### src/rtl/smi_status_tx.sv
// SMI read-direction responder: serves an 8-byte status packet (9 bytes with XOR checksum
// when SMI_STATUS_CHECKSUM_EN is defined) to the Pi, one byte per synchronised read strobe.
module smi_status_tx #(
    parameter int         TIMEOUT_CYCLES = 4096,
    parameter logic [7:0] MAGIC          = 8'hA5,
    parameter int         SYNC_STAGES    = 2
) (
    input  logic        sys_clk,
    input  logic        global_rst,
    input  logic        smi_noe_pi,
    input  logic        smi_nwe_pi,
    input  logic [23:0] line_time,
    input  logic [15:0] frame_count,
    input  logic        fifo_empty,
    output logic [7:0]  smi_data_po,
    output logic        smi_data_oe,
    output logic        pkt_done,
    output logic        rd_err
);

`ifdef SMI_STATUS_CHECKSUM_EN
    localparam logic [3:0] LAST_IDX = 4'd8;
`else
    localparam logic [3:0] LAST_IDX = 4'd7;
`endif
    localparam int              TO_W    = $clog2(TIMEOUT_CYCLES + 1);
    localparam logic [TO_W-1:0] TO_LAST = TO_W'(TIMEOUT_CYCLES - 1);

    typedef enum logic [1:0] {
        ST_IDLE    = 2'd0,
        ST_DRIVE   = 2'd1,
        ST_ADVANCE = 2'd2
    } state_t;

    logic [SYNC_STAGES:0]   noe_sync_q;
    logic [SYNC_STAGES-1:0] nwe_sync_q;
    logic                   noe_fall_q;
    logic                   noe_rise_q;
    state_t                 state_q;
    logic [3:0]             idx_q;
    logic [3:0]             idx_d;
    logic [7:0]             seq_q;
    logic [7:0]             data_q;
    logic                   oe_q;
    logic                   done_q;
    logic                   err_q;
    logic                   to_flag_q;
    logic                   to_flag_d;
    logic [TO_W-1:0]        to_cnt_q;
    logic [63:0]            shadow_q;
    logic [63:0]            snap_s;
    logic                   nwe_low_s;
    logic                   to_count_s;
    logic                   to_fire_s;

    function automatic logic [7:0] pkt_byte(input logic [63:0] sh, input logic [3:0] i);
        logic [7:0] b;
`ifdef SMI_STATUS_CHECKSUM_EN
        if (i == 4'd8) begin
            b = 8'h00;
            for (int k = 0; k < 8; k++) begin
                b = b ^ sh[k*8 +: 8];
            end
        end else begin
            b = sh[{i[2:0], 3'b000} +: 8];
        end
`else
        b = i[3] ? 8'h00 : sh[{i[2:0], 3'b000} +: 8];
`endif
        return b;
    endfunction

    // A timeout firing in the same cycle as a new strobe counts as a fresh packet start.
    always_comb begin
        to_count_s = (state_q == ST_IDLE) && (idx_q != 4'd0);
        to_fire_s  = to_count_s && (to_cnt_q == TO_LAST);
        idx_d      = to_fire_s ? 4'd0 : idx_q;
        to_flag_d  = to_fire_s | to_flag_q;
        nwe_low_s  = ~nwe_sync_q[SYNC_STAGES-1];
        snap_s     = {5'b00000, err_q, fifo_empty, to_flag_d, frame_count, line_time, seq_q, MAGIC};
    end

    // Strobe synchronisers; the registered edge pulses add the extra latency stage.
    always_ff @(posedge sys_clk) begin
        if (global_rst) begin
            noe_sync_q <= '1;
            nwe_sync_q <= '1;
            noe_fall_q <= 1'b0;
            noe_rise_q <= 1'b0;
        end else begin
            noe_sync_q <= {noe_sync_q[SYNC_STAGES-1:0], smi_noe_pi};
            nwe_sync_q <= {nwe_sync_q[SYNC_STAGES-2:0], smi_nwe_pi};
            noe_fall_q <= noe_sync_q[SYNC_STAGES] & ~noe_sync_q[SYNC_STAGES-1];
            noe_rise_q <= ~noe_sync_q[SYNC_STAGES] & noe_sync_q[SYNC_STAGES-1];
        end
    end

    // Idle-timeout counter for abandoned mid-packet reads.
    always_ff @(posedge sys_clk) begin
        if (global_rst) begin
            to_cnt_q <= '0;
        end else if (noe_fall_q || noe_rise_q || to_fire_s) begin
            to_cnt_q <= '0;
        end else if (to_count_s) begin
            to_cnt_q <= to_cnt_q + TO_W'(1);
        end else begin
            to_cnt_q <= to_cnt_q;
        end
    end

    // Read FSM with snapshot, byte index and registered pad outputs.
    always_ff @(posedge sys_clk) begin
        if (global_rst) begin
            state_q   <= ST_IDLE;
            idx_q     <= 4'd0;
            seq_q     <= 8'd0;
            data_q    <= 8'd0;
            oe_q      <= 1'b0;
            done_q    <= 1'b0;
            err_q     <= 1'b0;
            to_flag_q <= 1'b0;
            shadow_q  <= 64'd0;
        end else begin
            done_q <= 1'b0;
            case (state_q)
                ST_IDLE: begin
                    idx_q     <= idx_d;
                    to_flag_q <= to_flag_d;
                    oe_q      <= 1'b0;
                    if (noe_fall_q && nwe_low_s) begin
                        err_q <= 1'b1;
                    end else if (noe_fall_q) begin
                        state_q <= ST_DRIVE;
                        oe_q    <= 1'b1;
                        if (idx_d == 4'd0) begin
                            shadow_q  <= snap_s;
                            seq_q     <= seq_q + 8'd1;
                            to_flag_q <= 1'b0;
                            data_q    <= MAGIC;
                        end else begin
                            data_q <= pkt_byte(shadow_q, idx_d);
                        end
                    end else begin
                        state_q <= ST_IDLE;
                    end
                end
                ST_DRIVE: begin
                    // Collision also marks the packet in flight so its flags byte reports it.
                    if (nwe_low_s) begin
                        state_q      <= ST_IDLE;
                        oe_q         <= 1'b0;
                        err_q        <= 1'b1;
                        shadow_q[58] <= 1'b1;
                    end else if (noe_rise_q) begin
                        state_q <= ST_ADVANCE;
                        oe_q    <= 1'b0;
                    end else begin
                        state_q <= ST_DRIVE;
                    end
                end
                ST_ADVANCE: begin
                    state_q <= ST_IDLE;
                    if (idx_q == LAST_IDX) begin
                        idx_q  <= 4'd0;
                        done_q <= 1'b1;
                    end else begin
                        idx_q <= idx_q + 4'd1;
                    end
                end
                default: begin
                    state_q <= ST_IDLE;
                    oe_q    <= 1'b0;
                end
            endcase
        end
    end

    assign smi_data_po = data_q;
    assign smi_data_oe = oe_q;
    assign pkt_done    = done_q;
    assign rd_err      = err_q;

endmodule

### config.mk
export PLATFORM = sky130hd
export DESIGN_NAME = smi_status_tx
export DESIGN_NICKNAME = d
export VERILOG_FILES = /design/src/rtl/smi_status_tx.sv
export SDC_FILE = /design/constraint.sdc
export NUM_CORES = 1
export LEC_CHECK = 0
export ABC_CLOCK_PERIOD_IN_PS = 2200
export CORE_MARGIN = 2
export CORE_UTILIZATION = 40
export DETAILED_ROUTE_END_ITERATION = 7
export SYNTH_ARGS = -nofsm -noshare
export SYNTH_HDL_FRONTEND = slang
export SYNTH_SLANG_ARGS = --single-unit
### constraint.sdc
create_clock -name sys_clk -period 2.2 [get_ports sys_clk]
set_input_delay 0.44 -clock sys_clk [delete_from_list [all_inputs] [get_ports sys_clk]]
set_output_delay 0.44 -clock sys_clk [all_outputs]
set_load 0.02 [all_outputs]
Clock network drawn from the DEF:
The bar under the picture is 20 um long.
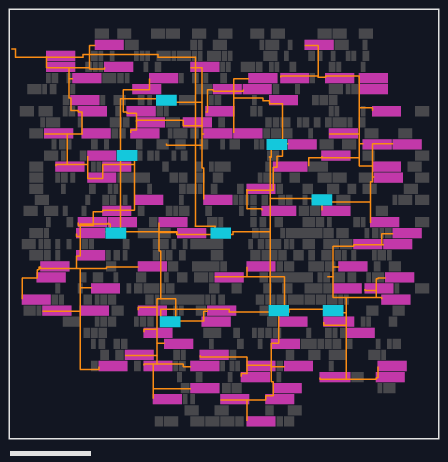
[magenta] flip-flops | count: 97
[orange] clock wires | length: 1120 um
[cyan] cells driving clock nets | count: 9
flops lie	all over the die

Placed cells, one colour a class:
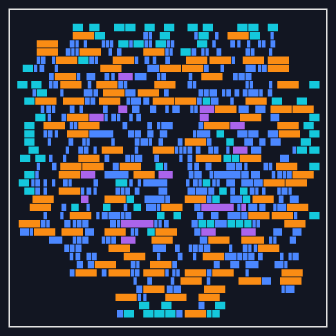
colour	class	cells
purple	clock drivers and dummy loads	16
blue	all other logic	370
orange	flip-flops	97
cyan	other buffers and delay cells	80

Sequential cells coloured by netlist name:
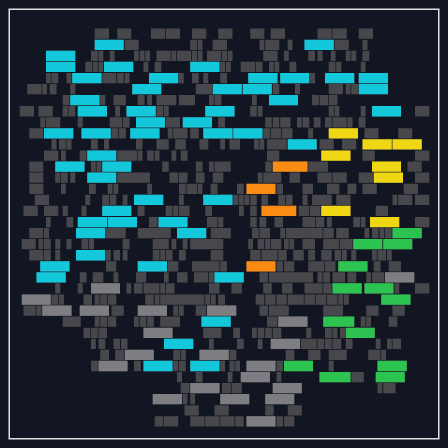
colour	signal	flops
yellow	`smi_data_po`	8
green	`to_cnt_q`	13
orange	`idx_q`	4
cyan	`shadow_q`	51

==> results.yml <==
# synthesis and place-and-route metrics
placed_design:
  place_area_um2: 4890
  dp_cells: 680
  gp_congestion: 0.787
  dp_hpwl_um: 7450
  portBuffers: 55
logic_synthesis:
  edf_count: 0
  fp_nets: 548
  logic_family: "simple AND/OR/NAND/NOR gates"
  fa_ha_area_share_pct: 1.22
  simple_gate_share_pct: 23.7
  ys_chip_area_um2: 4090
  synthMuxAreaShare_pct: 3.24
  synth_area_um2: 4090
  synthFlopType: "dfxtp_1"
  syn_inst: 499
  ys_seq_share_pct: 47.5
  ys_cells: 499
  ys_types: 55
pwr:
  leakage_nw: 1.76
  pwr-share-clk_pct: 39.6
  switching_share_pct: 22.2
  p_per_area_nw_per_um2: 641
  switchingPower_mw: 0.730
  power_frac_seq_pct: 54.5
  p_total_mw: 3.29
  internal_power_mw: 2.56
  irDropWorstVdd_v: 0.000316
  comb_power_share_pct: 5.9
setup_path:
  reg2reg_depth: 7
  r2r-start: "idx_q[1]"
  cp.required_ns: 2.47
  cp_max_fo: 6
  crit_start: "idx_q[1]"
  cp_cell_sequence: "inv_2 > ha_4 > nor3b_1 > or4_4 > or3_4 > and2_4 > a32o_1"
  crit_type: "reg2reg"
  crit_slowest_cell: "or4_4"
  end_kind: "flop"
  critPathTopFamily: "simple AND/OR/NAND/NOR gates"
  critPathBufInv: 1
  worstSetupStartpointType: "flop"
cells_and_area:
  fin_util_pct: 52.0
  buffers: 80
  lay_top_count: "nand2_1"
  lay_top_cells: "121 x nand2_1, 93 x dfxtp_1, 72 x a21oi_1, 54 x clkdlybuf4s50_1, 30 x nor2_1"
  num-multi-input-gates: 360
  nFillCells: 949
  buf_share_pct: 14.4
  fin_cells: 696
  clock_area_share_pct: 4.44
  seq_cells: 97
  final-comb-area_um2: 2010
sta:
  finalCriticalPeriod_ns: 2.11
  skew_ns: 0.00949
  worst_pin_slew_ns: 0.560
  setup_viol_count_final: 0
  slew_violations: 0
  slew_headroom_pct: 62.6
  fmax_mhz: 474
  hold_viol: 0
  fin_crit_sh_pct: 95.9
grt:
  grt_pass1_vias: 3456
  grt_pass1_wl_um: 16800
  grt_max_degree: 56
  grt_overflow_total: 0
  track_usage_pct: 19.1
drt:
  wl_um: 10200
  vias: 3622
  antenna_left: 0
clock_tree:
  clk_pin_slew_ns: 0.10
  clockBufferDepth: 2
  root_buffer: "clkbuf_8"
  post_cts_buffers: 0
min_path:
  hold_start: "noe_sync_q[0]"
  holdPathEnd: "noe_sync_q[1]"
  whs_path_depth: 1
  holdCritPathClass: "reg2reg"
job:
  maxCapViolCount: 0
  log.warning_count: 28
die:
  coreArea_um2: 9860
  ios: 56
  fp-row-count: 36
  die_area_um2: 11000
status:
  status: "finished, final reports clean"
-- per-layer routing --
metal | vias to the layer above | wire length [um] | track usage, %
met5 | - | 0 | 0
met4 | 0 | 112 | 4.95
met3 | 9 | 479 | 4.80
met2 | 66 | 4750 | 31.5
met1 | 1715 | 4870 | 25.0
li1 | 1832 | - | -
-- flip-flops by register name, indices dropped and copies added, names as in the netlist --
name / count
idx_q: 4
noe_fall_q: 1
noe_rise_q: 1
noe_sync_q: 3
nwe_sync_q: 2
pkt_done: 1
rd_err: 1
seq_q: 8
shadow_q: 51
smi_data_oe: 1
smi_data_po: 8
state_q: 2
to_cnt_q: 13
to_flag_q: 1
-- cell usage after synthesis (all sizes together), types with 4 or more instances --
cell type	instances	area share [%]
nand2	121	11
dfxtp	97	47
a21oi	72	8.8
nor2	30	2.8
o21ai	21	2.6
clkbuf	19	1.7
buf	13	1.6
inv	9	0.83
nor3	9	1.2
or3	8	1.3
xnor2	7	1.5
nand2b	6	0.92
nand3	6	0.73
nand4	6	0.92
or2	6	0.92
o22ai	5	0.76
xor2	5	1.1
a211oi	4	0.86
ha	4	1.2
mux2	4	1.1
nor4	4	0.61
-- timing repair --
action	4_1_cts	5_1_grt
gates resized	0	6
hold buffers	0	0
endpoints found under the setup margin	0	36
-- power by group through the flow --
stage / Combinational (mW) / Sequential (mW) / Clock (mW)
6_report: 0.194 / 1.79 / 1.30
5_1_grt: 0.212 / 1.80 / 1.39
3_3_place_gp: 0.192 / 1.84 / 0
4_1_cts: 0.196 / 1.79 / 1.33
3_5_place_dp: 0.195 / 1.84 / 0
2_1_floorplan: 0.0806 / 1.83 / 0
Power figures rest on the tool's default switching activity, not on a simulated workload.
